congestion.png
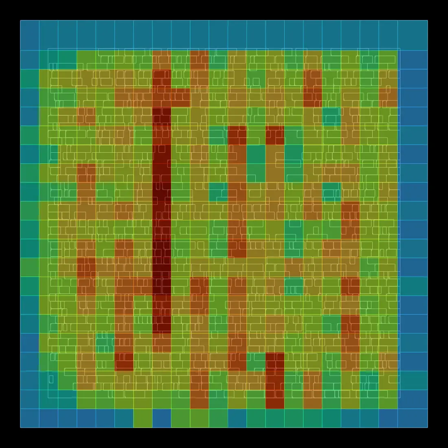
sizes.png
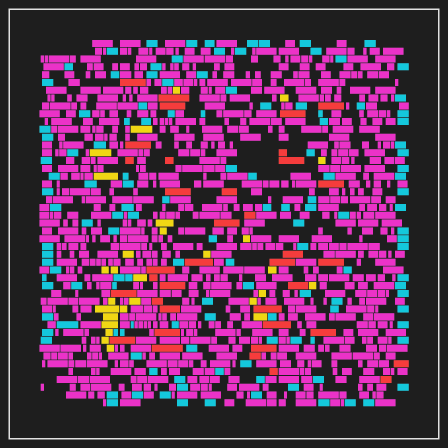
cell_density.png
15 x 15 tiles, from black (low) to pale yellow (high), 0 to 100% covered.
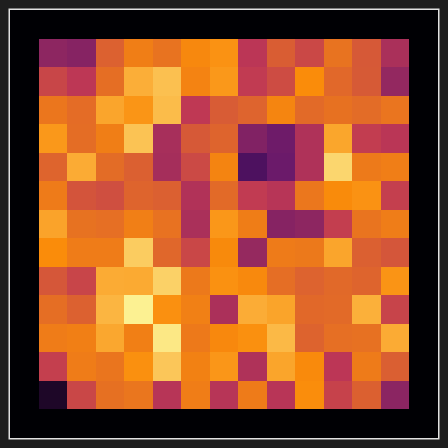
flops_by_reg.png
Other sequential cells in the stronger grey, the rest of the logic in the fainter grey.
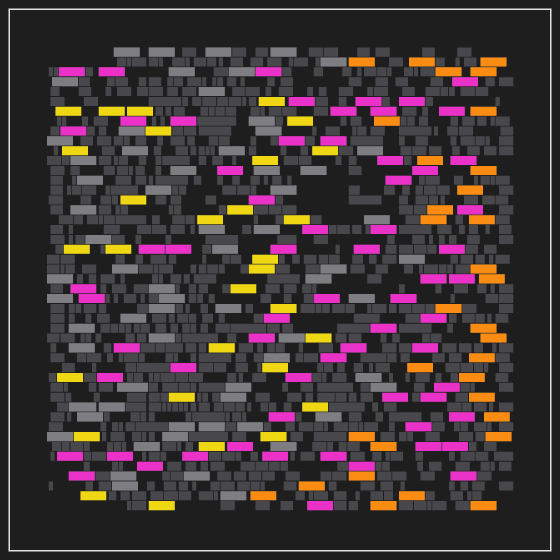
placement_by_type.png
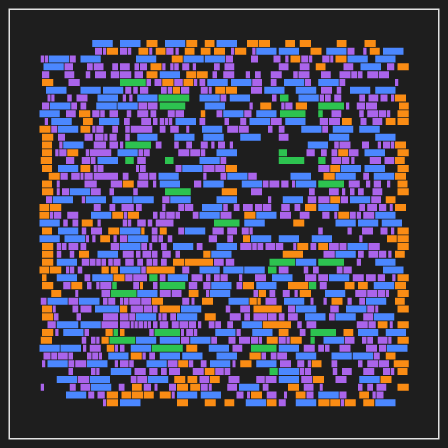
==> src/rtl/fetch_pkg.sv <==
// fetch_pkg: shared types and constants for the fetch stage and its consumers.
//   fetch_state_t : fetch FSM states (RUN = skid empty, STALLED = skid holds a response)
//   PC_STEP       : byte increment between sequential instructions
//   ifid_t        : IF/ID boundary record {pc, instr, valid} at the default 32-bit widths,
//                   for decode-side code that wants the record as a single struct
package fetch_pkg;

    typedef enum logic {
        RUN     = 1'b0,
        STALLED = 1'b1
    } fetch_state_t;

    localparam int unsigned PC_STEP     = 4;
    localparam int unsigned IFID_PC_W   = 32;
    localparam int unsigned IFID_DATA_W = 32;

    typedef struct packed {
        logic [IFID_PC_W-1:0]   pc;
        logic [IFID_DATA_W-1:0] instr;
        logic                   valid;
    } ifid_t;

endpackage

==> src/rtl/fetch_skid_buffer.sv <==
// fetch_skid_buffer: one-entry holding register for an IF/ID record that arrives
// while decode is stalled.
//   i_clk   in   rising-edge clock
//   i_rst   in   synchronous active-high reset (empties and zeroes the entry)
//   i_load  in   capture i_data, mark full
//   i_clear in   empty the entry (wins over i_load)
//   i_data  in   WIDTH-bit packed record to capture
//   o_data  out  held record
//   o_full  out  entry holds a captured record
module fetch_skid_buffer #(
    parameter int unsigned WIDTH = 65
) (
    input  logic             i_clk,
    input  logic             i_rst,
    input  logic             i_load,
    input  logic             i_clear,
    input  logic [WIDTH-1:0] i_data,
    output logic [WIDTH-1:0] o_data,
    output logic             o_full
);

    logic [WIDTH-1:0] r_data;
    logic             r_full;

    always_ff @(posedge i_clk) begin
        if (i_rst) begin
            r_data <= '0;
            r_full <= 1'b0;
        end else if (i_clear) begin
            r_full <= 1'b0;
        end else if (i_load) begin
            r_data <= i_data;
            r_full <= 1'b1;
        end
    end

    assign o_data = r_data;
    assign o_full = r_full;

endmodule

==> src/rtl/instr_fetch_unit.sv <==
// instr_fetch_unit: fetch stage in front of a synchronous-read instruction memory.
// Owns the PC, presents it to imem, and registers {pc, instr, valid} into IF/ID.
// A one-entry skid buffer absorbs the response that lands while decode stalls, so
// no instruction is lost or duplicated. An EX redirect kills all younger fetches.
//   clk          in   rising-edge clock
//   rst          in   synchronous active-high reset
//   imem_pc      out  byte address presented to imem
//   imem_instr   in   imem data for the address presented the previous cycle
//   stall        in   decode cannot accept; hold IF/ID and PC
//   redirect     in   taken branch / jump from EX
//   redirect_pc  in   redirect target byte address (low two bits ignored)
//   if_id_pc     out  PC of if_id_instr
//   if_id_instr  out  fetched instruction
//   if_id_valid  out  IF/ID holds a valid, correct-path instruction
// Optional: define FETCH_MISALIGN_TRAP_EN to add output fetch_misalign, a registered
// one-cycle pulse following a redirect whose target has nonzero low two bits.
module instr_fetch_unit
    import fetch_pkg::*;
#(
    parameter int unsigned          DATA_WIDTH = 32,
    parameter int unsigned          PC_WIDTH   = 32,
    parameter logic [PC_WIDTH-1:0]  RESET_PC   = '0
) (
    input  logic                  clk,
    input  logic                  rst,
    output logic [PC_WIDTH-1:0]   imem_pc,
    input  logic [DATA_WIDTH-1:0] imem_instr,
    input  logic                  stall,
    input  logic                  redirect,
    input  logic [PC_WIDTH-1:0]   redirect_pc,
`ifdef FETCH_MISALIGN_TRAP_EN
    output logic                  fetch_misalign,
`endif
    output logic [PC_WIDTH-1:0]   if_id_pc,
    output logic [DATA_WIDTH-1:0] if_id_instr,
    output logic                  if_id_valid
);

    localparam int unsigned REC_W = PC_WIDTH + DATA_WIDTH + 1;

    fetch_state_t          r_state;
    fetch_state_t          w_state_next;
    logic [PC_WIDTH-1:0]   r_pc;
    logic [PC_WIDTH-1:0]   w_pc_next;
    logic [PC_WIDTH-1:0]   r_rsp_pc;
    logic                  r_rsp_valid;
    logic [PC_WIDTH-1:0]   r_if_id_pc;
    logic [DATA_WIDTH-1:0] r_if_id_instr;
    logic                  r_if_id_valid;

    logic                  w_skid_load;
    logic                  w_skid_clear;
    logic                  w_skid_full;
    logic [REC_W-1:0]      w_rsp_rec;
    logic [REC_W-1:0]      w_skid_rec;
    logic                  w_ifid_from_rsp;
    logic                  w_ifid_from_skid;
    logic                  w_ifid_kill;

    assign w_rsp_rec = {r_rsp_pc, imem_instr, r_rsp_valid};

    fetch_skid_buffer #(
        .WIDTH (REC_W)
    ) u_skid (
        .i_clk   (clk),
        .i_rst   (rst),
        .i_load  (w_skid_load),
        .i_clear (w_skid_clear),
        .i_data  (w_rsp_rec),
        .o_data  (w_skid_rec),
        .o_full  (w_skid_full)
    );

    always_comb begin
        w_state_next     = r_state;
        w_pc_next        = r_pc + PC_WIDTH'(PC_STEP);
        w_skid_load      = 1'b0;
        w_skid_clear     = 1'b0;
        w_ifid_from_rsp  = 1'b0;
        w_ifid_from_skid = 1'b0;
        w_ifid_kill      = 1'b0;
        if (redirect) begin
            w_ifid_kill  = 1'b1;
            w_skid_clear = 1'b1;
            w_state_next = RUN;
            w_pc_next    = {redirect_pc[PC_WIDTH-1:2], 2'b00};
        end else begin
            case (r_state)
                RUN: begin
                    if (stall) begin
                        w_skid_load  = 1'b1;
                        w_pc_next    = r_pc;
                        w_state_next = STALLED;
                    end else begin
                        w_ifid_from_rsp = 1'b1;
                    end
                end
                STALLED: begin
                    // While stalled imem keeps re-reading the held PC; that response is
                    // dropped. On release the PC steps past it, so the next response is
                    // exactly the instruction following the skid entry.
                    if (stall) begin
                        w_pc_next = r_pc;
                    end else begin
                        w_ifid_from_skid = 1'b1;
                        w_skid_clear     = 1'b1;
                        w_state_next     = RUN;
                    end
                end
                default: w_state_next = RUN;
            endcase
        end
    end

    always_ff @(posedge clk) begin
        if (rst) begin
            r_state       <= RUN;
            r_pc          <= RESET_PC;
            r_rsp_pc      <= '0;
            r_rsp_valid   <= 1'b0;
            r_if_id_pc    <= '0;
            r_if_id_instr <= '0;
            r_if_id_valid <= 1'b0;
        end else begin
            r_state     <= w_state_next;
            r_pc        <= w_pc_next;
            r_rsp_pc    <= r_pc;
            r_rsp_valid <= !redirect;
            if (w_ifid_kill) begin
                r_if_id_valid <= 1'b0;
            end else if (w_ifid_from_rsp) begin
                {r_if_id_pc, r_if_id_instr, r_if_id_valid} <= w_rsp_rec;
            end else if (w_ifid_from_skid) begin
                r_if_id_pc    <= w_skid_rec[REC_W-1 -: PC_WIDTH];
                r_if_id_instr <= w_skid_rec[DATA_WIDTH:1];
                r_if_id_valid <= w_skid_rec[0] & w_skid_full;
            end
        end
    end

`ifdef FETCH_MISALIGN_TRAP_EN
    logic r_fetch_misalign;

    always_ff @(posedge clk) begin
        if (rst) begin
            r_fetch_misalign <= 1'b0;
        end else begin
            r_fetch_misalign <= redirect && (redirect_pc[1:0] != 2'b00);
        end
    end

    assign fetch_misalign = r_fetch_misalign;
`endif

    assign imem_pc     = r_pc;
    assign if_id_pc    = r_if_id_pc;
    assign if_id_instr = r_if_id_instr;
    assign if_id_valid = r_if_id_valid;

endmodule

==> config.mk <==
export PLATFORM = sky130hd
export DESIGN_NAME = instr_fetch_unit
export DESIGN_NICKNAME = d
export VERILOG_FILES = /design/src/rtl/fetch_pkg.sv /design/src/rtl/fetch_skid_buffer.sv /design/src/rtl/instr_fetch_unit.sv
export SDC_FILE = /design/constraint.sdc
export NUM_CORES = 1
export LEC_CHECK = 0
export CAP_MARGIN = 15
export CORE_MARGIN = 10
export CORE_UTILIZATION = 52
export DETAILED_ROUTE_END_ITERATION = 12
export GPL_TIMING_DRIVEN = 0
export PLACE_DENSITY_LB_ADDON = 0.15
export RECOVER_POWER = 100
export REMOVE_ABC_BUFFERS = 1
export SLEW_MARGIN = 20
export SYNTH_ARGS = -nofsm -noshare
export SYNTH_HDL_FRONTEND = slang
export SYNTH_HIERARCHICAL = 1
export SYNTH_SLANG_ARGS = --single-unit
==> constraint.sdc <==
create_clock -name clk -period 2.01 [get_ports clk]
set_clock_uncertainty 0.15 [all_clocks]
set_input_delay 0.3015 -clock clk [delete_from_list [all_inputs] [get_ports clk]]
set_output_delay 0.3015 -clock clk [all_outputs]
set_load 0.1 [all_outputs]
==> metrics.log <==
[metrics] run summary
INFO  metric fin_worst_hold_slack = 188 ps
INFO  metric layout_top_cell_excl_fill_tap = dfxtp_1
INFO  metric critical_path_required = 1560 ps
INFO  metric ys_cells = 873
INFO  metric layout_top_cells = dfxtp_1 (191), nor2_1 (94), clkdlybuf4s15_2 (94)
INFO  metric numCtsBuffers = 17
INFO  metric grt.overflow.total = 0
INFO  metric comb_share = 38.5%
INFO  metric wl_met3 = 1300 µm
INFO  metric placedCellCount = 1188
INFO  metric floorplanUtilization = 52.5%
INFO  metric logic_gates = 596
INFO  metric yosys.area_share.xor_xnor = 2.43%
INFO  metric area_delta_synth_final = 27.7%
INFO  metric max_slew.worst_pin.slew = 853 ps
INFO  metric sh_seq_area = 35.0%
INFO  metric placement.cell_area = 10400 µm²
INFO  metric max-cap-violations = 0
INFO  metric clock_buffer_count = 17
INFO  metric clkLatencyLatePin = 440 ps
INFO  metric synth-simple-area-share = 24.9%
INFO  metric synth_async_sr_flop_share = 0%
INFO  metric critical_path_end = imem_pc[17]
INFO  metric critPathKind = flop to output port
INFO  metric synth.yosys.warnings = 6
INFO  metric die_w = 149 µm
INFO  metric cp_num_cells = 1
INFO  metric largest_area_contributor_in_the_netlist = dfxtp_1
INFO  metric clkSinkCount = 193
INFO  metric status = complete, no violations
-- congestion.png (at the start) --
Final Util: 67.1%
GR met1 Demand/Resource: 26.1%
met2 demand-to-capacity share in global routing: 30.4%

-- sizes.png (at the start) --
[yellow] _3 and _4 cells | cells: 28 | share: 2.8% | most used: buf_4
[magenta] _0 and _1 cells | cells: 817 | share: 81% | most used: dfxtp_1
[red] _6 and larger | cells: 37 | share: 3.6% | most used: clkbuf_16
[cyan] _2 cells | cells: 132 | share: 13% | most used: clkdlybuf4s15_2

-- cell_density.png (at the start) --
mean over tiles: 49%
nearly empty tiles: 25%
tiles over 75% full: 17%
fullest tile: 97%

-- flops_by_reg.png (at the start) --
[yellow] r_rsp_pc | sequential cells: 30
[orange] if_id_instr | sequential cells: 32 | where: a vertical strip on the right
[magenta] u_skid/o_data | sequential cells: 65 | where: widely spread
not coloured: 66

-- placement_by_type.png (at the start) --
[blue] flops | cells: 193 | share of their area: 36%
[orange] other buffers and delay cells | cells: 188 | share of their area: 19%
[purple] combinational and other logic | cells: 601 | share of their area: 40%
[green] clock drivers and dummy loads | cells: 32 | share of their area: 5.4%

-- sequential cells by signal, indices dropped and copies added (netlist names) --
| register | count |
|---|---|
| if_id_instr | 32 |
| if_id_pc | 32 |
| if_id_valid | 1 |
| imem_pc | 30 |
| r_rsp_pc | 30 |
| r_rsp_valid | 1 |
| r_state | 1 |
| u_skid/o_data | 65 |
| u_skid/o_full | 1 |
-- timing repair --
item,CTS,global route
hold endpoints to repair,0,0
gates resized,294,14
pin swaps,4,1
endpoints found under the setup margin,244,38
gates cloned,1,1
setup buffers,10,2
-- power by group --
group	internal [mW]	switching [mW]
logic	0.566	1.34
clock network	1.85	1.55
registers	4.00	0.138
total	6.41	3.03
Power figures rest on the tool's default switching activity, not on a simulated workload.
